File: src/rtl/irq_context_stack.sv
// irq_context_stack: interrupt entry/return context unit.
// Saves {PC, GT, EQ} on interrupt entry and restores them on Iret, redirecting
// fetch to handler_pc (entry) or ret_pc (return).
// Optional build macro IRQ_NESTING_EN: when defined, handlers nest up to DEPTH
// levels; when undefined, only one context is held and irqs are taken from IDLE only.
module irq_context_stack #(
    parameter int              DEPTH  = 4,
    parameter int              PC_W   = 32,
    parameter logic [PC_W-1:0] VECTOR = PC_W'(32'h0000_0100)
) (
    input  logic                         clk,
    input  logic                         rst_n,
    input  logic                         irq_req,
    input  logic                         int_en,
    input  logic                         stall,
    input  logic                         iret,
    input  logic [PC_W-1:0]              pc_in,
    input  logic                         gt_in,
    input  logic                         eq_in,
    output logic                         take_irq,
    output logic [PC_W-1:0]              handler_pc,
    output logic                         irq_ack,
    output logic                         ret_valid,
    output logic [PC_W-1:0]              ret_pc,
    output logic [1:0]                   flag_D_out,
    output logic                         in_service,
    output logic [$clog2(DEPTH+1)-1:0]   depth,
    output logic                         err_underflow
);

    localparam int DW = $clog2(DEPTH+1);
`ifdef IRQ_NESTING_EN
    localparam int DEPTH_EFF = DEPTH;
`else
    localparam int DEPTH_EFF = 1;
`endif
    localparam int AW = (DEPTH_EFF > 1) ? $clog2(DEPTH_EFF) : 1;
    localparam logic [DW-1:0] DEPTH_EFF_W = DW'(DEPTH_EFF);

    typedef enum logic [1:0] {
        ST_IDLE   = 2'd0,
        ST_ENTER  = 2'd1,
        ST_ACTIVE = 2'd2,
        ST_RETURN = 2'd3
    } state_t;

    state_t            state_reg, state_next;
    logic [DW-1:0]     depth_reg;
    logic [DW-1:0]     depth_dec;
    logic [PC_W-1:0]   ret_pc_reg;
    logic [1:0]        flag_reg;
    logic              err_reg;
    logic              do_push, do_pop, set_uf;
    logic [AW-1:0]     push_idx, pop_idx;

    // Saved contexts, packed as {pc, gt, eq}; never reset, only read via a register.
    logic [PC_W+1:0]   stack_mem [DEPTH_EFF];

    assign depth_dec = depth_reg - DW'(1);

    // Top-of-stack addressing; a single-entry stack always uses slot 0.
    generate
        if (DEPTH_EFF > 1) begin : g_nest_idx
            assign push_idx = depth_reg[AW-1:0];
            assign pop_idx  = depth_dec[AW-1:0];
        end else begin : g_single_idx
            assign push_idx = '0;
            assign pop_idx  = '0;
        end
    endgenerate

    // State register; reset drops any in-flight ENTER/RETURN pulse.
    always_ff @(posedge clk) begin
        if (!rst_n) begin
            state_reg <= ST_IDLE;
        end else begin
            state_reg <= state_next;
        end
    end

    // Next-state, push/pop decisions and pulse outputs; Iret has priority over an irq.
    always_comb begin
        state_next = state_reg;
        do_push    = 1'b0;
        do_pop     = 1'b0;
        set_uf     = 1'b0;
        take_irq   = 1'b0;
        irq_ack    = 1'b0;
        ret_valid  = 1'b0;
        case (state_reg)
            ST_IDLE, ST_ACTIVE: begin
                if (!stall) begin
                    if (iret) begin
                        if (depth_reg != '0) begin
                            do_pop     = 1'b1;
                            state_next = ST_RETURN;
                        end else begin
                            set_uf = 1'b1;
                        end
                    end else if (irq_req && int_en && (depth_reg < DEPTH_EFF_W)) begin
                        do_push    = 1'b1;
                        state_next = ST_ENTER;
                    end
                end
            end
            ST_ENTER: begin
                take_irq   = 1'b1;
                irq_ack    = 1'b1;
                state_next = ST_ACTIVE;
            end
            ST_RETURN: begin
                ret_valid  = 1'b1;
                state_next = (depth_reg != '0) ? ST_ACTIVE : ST_IDLE;
            end
            default: state_next = ST_IDLE;
        endcase
    end

    // Context write on entry.
    always_ff @(posedge clk) begin
        if (do_push) begin
            stack_mem[push_idx] <= {pc_in, gt_in, eq_in};
        end
    end

    // Depth counter, registered restore of PC/flags, sticky underflow flag.
    always_ff @(posedge clk) begin
        if (!rst_n) begin
            depth_reg  <= '0;
            ret_pc_reg <= '0;
            flag_reg   <= 2'b00;
            err_reg    <= 1'b0;
        end else begin
            if (do_push) begin
                depth_reg <= depth_reg + DW'(1);
            end else if (do_pop) begin
                depth_reg <= depth_dec;
                {ret_pc_reg, flag_reg} <= stack_mem[pop_idx];
            end
            if (set_uf) begin
                err_reg <= 1'b1;
            end
        end
    end

    assign handler_pc    = VECTOR;
    assign ret_pc        = ret_pc_reg;
    assign flag_D_out    = flag_reg;
    assign depth         = depth_reg;
    assign in_service    = (depth_reg != '0);
    assign err_underflow = err_reg;

endmodule

File: config.mk
export PLATFORM = sky130hd
export DESIGN_NAME = irq_context_stack
export DESIGN_NICKNAME = d
export VERILOG_FILES = /design/src/rtl/irq_context_stack.sv
export SDC_FILE = /design/constraint.sdc
export NUM_CORES = 1
export LEC_CHECK = 0
export CORE_UTILIZATION = 46
export DETAILED_ROUTE_END_ITERATION = 6
export GPL_ROUTABILITY_DRIVEN = 0
export PLACE_DENSITY = 0.84
export SYNTH_ARGS = -nofsm -noshare
export SYNTH_HDL_FRONTEND = slang
export SYNTH_SLANG_ARGS = --single-unit
File: constraint.sdc
create_clock -name clk -period 7 [get_ports clk]
set_clock_uncertainty 0.05 [all_clocks]
set_input_delay 1.4 -clock clk [delete_from_list [all_inputs] [get_ports clk]]
set_output_delay 1.4 -clock clk [all_outputs]
set_load 0.05 [all_outputs]
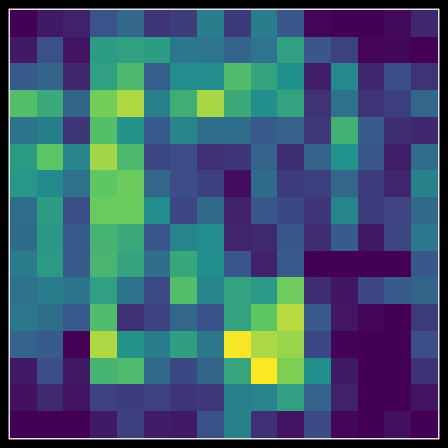
*Wire density map*
The die is cut into 16 by 16 equal tiles; dark purple is low, yellow is high, scaled to the fullest tile. Values are wire area over tile area, all layers added.
The emptiest ninth of the die: bottom right. 23% of the tiles are over half the peak. The densest ninth of the die: left middle. 11% of the tiles are nearly empty. The fullest tile reaches 0.42. The mean over all tiles is 0.14.
GR Util All Layers: 0.182
Vias: 1,992
final WL: 5410 um

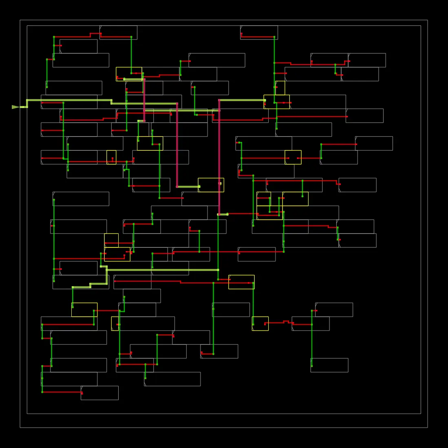
*Clock routing*
CTS Buf Count: 9
Insertion Delay late pin: 330 ps

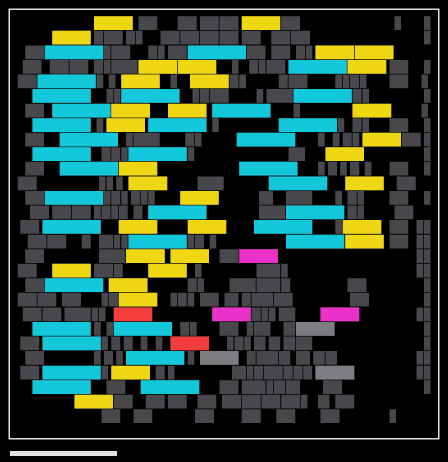
*Sequential cells grouped by signal name*
The bar under the picture is 20 um long. Other sequential cells in the stronger grey, the rest of the logic in the fainter grey.
Key: `ret_pc` = yellow [flops 32]; `stack_mem` = cyan [flops 34]; `flag_D_out` = red [flops 2]; `depth` = magenta [flops 3]
Sequential Power: 472 uW
final core utilization: 0.629
sequential cell area share: 0.492
register area: 0.00182 mm^2

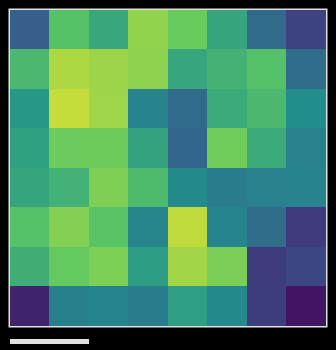
*Cell area per tile*
The bar under the picture is 20 um long. The die is cut into 8 by 8 equal tiles; dark purple is low, yellow is high, 0 to 100% covered.
27% of the tiles are over 75% full. The mean over all tiles is 56%. The fullest tile reaches 91%.
CORE AREA: 0.00589 mm^2
Pre-Place Util: 0.475

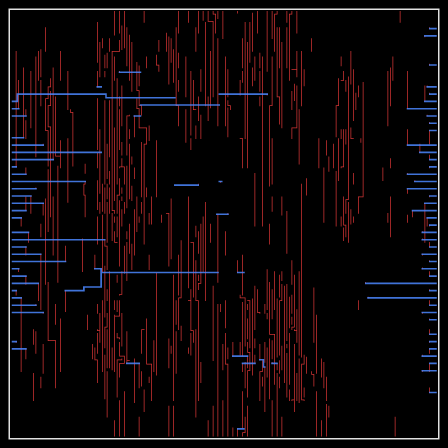
*Signal wires by layer*
Only two layers are drawn.
Key: met3 = blue [wire length 357 um]; met2 = red [wire length 2,770 um]
drt wl/cell: 12.9 um

==> changes_impl.md <==
### Physical design

- Status: finished clean
- XORs/XNORs by Area: 0
- Setup Fix Bufs, Post-CTS: 0
- Gate Count Post-Synth: 260
- WL met3: 357 um
- Maximum number of pins on one net before global-route repair: 39
- Combinational share of cell area: 0.210
- Clk pwr: between 200 and 300 uW
- Mean Syn Cell Area: 10.8 um^2
- Die width: 80.0 um
- ClkCell Share: 0.0459
- Final setup vio count: 0
- Seq share, synth: 0.651
- Antenna diodes: 0
- # resized after CTS: 0
- Root buffer cell: clkbuf_8
- Worst-path clk slew: roughly 70 ps
- Slew @ Worst Pin: ~1200 ps
- Comb. pwr: roughly 140 uW
- Final hold vios: 0
- Power Internal: 638 uW
- Flip-flops: around 74
- Max-Cap Viols: 0
- Fa+ha+maj area frac: 0.0134
- R2R Setup Slk: about 4900 ps
- Power Density: 243 mW/mm^2
- Crit path time final: approximately 3600 ps
- Initial antenna violation count: 0
- Max-area cell class: registers
- Top Ports: ~110
- Mux frac, synth: 0.00403
- Final setup TNS: 0 ps
- Logic area: 778 um^2
- Final instance area: 0.00370 mm^2
- Setup crit end kind: output port
- Number of remaining DRC errors: 0
- Critical path origin: depth[0]
- Cell Count, Final, Fillers Out: approximately 420
- Remaining global-route overflow: 0
- Count of tool warnings: 28
- Crit path DAT: 2150 ps
- Comb pwr share: 0.160
- Cycle use final: 0.514
- Layout non-clock buf frac: 0.223
- Tap Cells: roughly 75
- Hold Path Sink: ret_pc[8]
- Top Layout Cells: 81 x clkdlybuf4s50_1, 70 x nand2_1, 40 x dfxtp_1
- Final HPWL DP: 3510 um
- Placed cell area: approximately 0.0035 mm^2
- FMAX: 278 MHz
- Min-delay src: ret_pc[8]
- Switching part of the total: 0.291
- Number of hold buffers added after cts: 0
- Area reported by Yosys stat: about 0.0028 mm^2
- Max Slew Vio Count: 0
- Sequential Power Share: 0.525
- Top non-seq family: simple AND/OR/NAND/NOR gates
- Met1 usage: 0.214
- CP Capture Point: in_service
- Fillers: 502
- M1 wire length: 2190 um
- Nonclk inv count: 4
- Max Used Layer: met4
- Worst Path Class, Setup: reg -> out
- Flops after synth: 74
- CTS tree: yes
- Critical Path Source Type: register
- GRT busiest layer: met2
- Met3 Track Usage GR: 0.0629
- Hold path depth: 2
- Drt initial violations: between 100 and 150
- Die Ht: 80.0 um
- Place WS: roughly 3700 ps
- AO/OA Area Share: 0.0845
- Worst Reg-to-Reg Cells: 7
- NetSw: roughly 260 uW
- Simple-Gate Area Share: 0.131
- Top pwr grp: registers
- Signal buffers: about 83
- Share of layout cells above drive strength 1: 0.0638
- Layout Nets: between 300 and 400
- Metal2 WL: 2770 um
- Final hold slack: approximately 400 ps
- Yosys stat cell total: around 260
- CP Max Fanout: 6
-- worst max-delay path: stages, from the launching register on --
cell and delay (ps):
dfxtp_1 440, inv_1 90, ha_1 220, nor2b_2 180, inv_2 90, clkdlybuf4s50_1 800
-- cell usage after synthesis (all sizes together) --
master	instances	area [um^2]
and3	2	17.5
o21ai	1	5.00
edfxtp	34	1020
a21oi	37	185
nor2	4	17.5
ha	3	37.5
o31ai	1	7.51
a31oi	2	12.5
nor3	1	5.00
nor4	1	6.26
a22oi	1	7.51
conb	2	7.51
inv	4	15.0
a32o	1	10.0
and2	1	6.26
nand3	5	25.0
nor2b	4	27.5
mux2	1	11.3
nand2	70	263
buf	37	274
clkbuf	7	26.3
a221oi	1	8.76
dfxtp	40	801
No activity file was given, so power comes from the tool's default toggle rates.
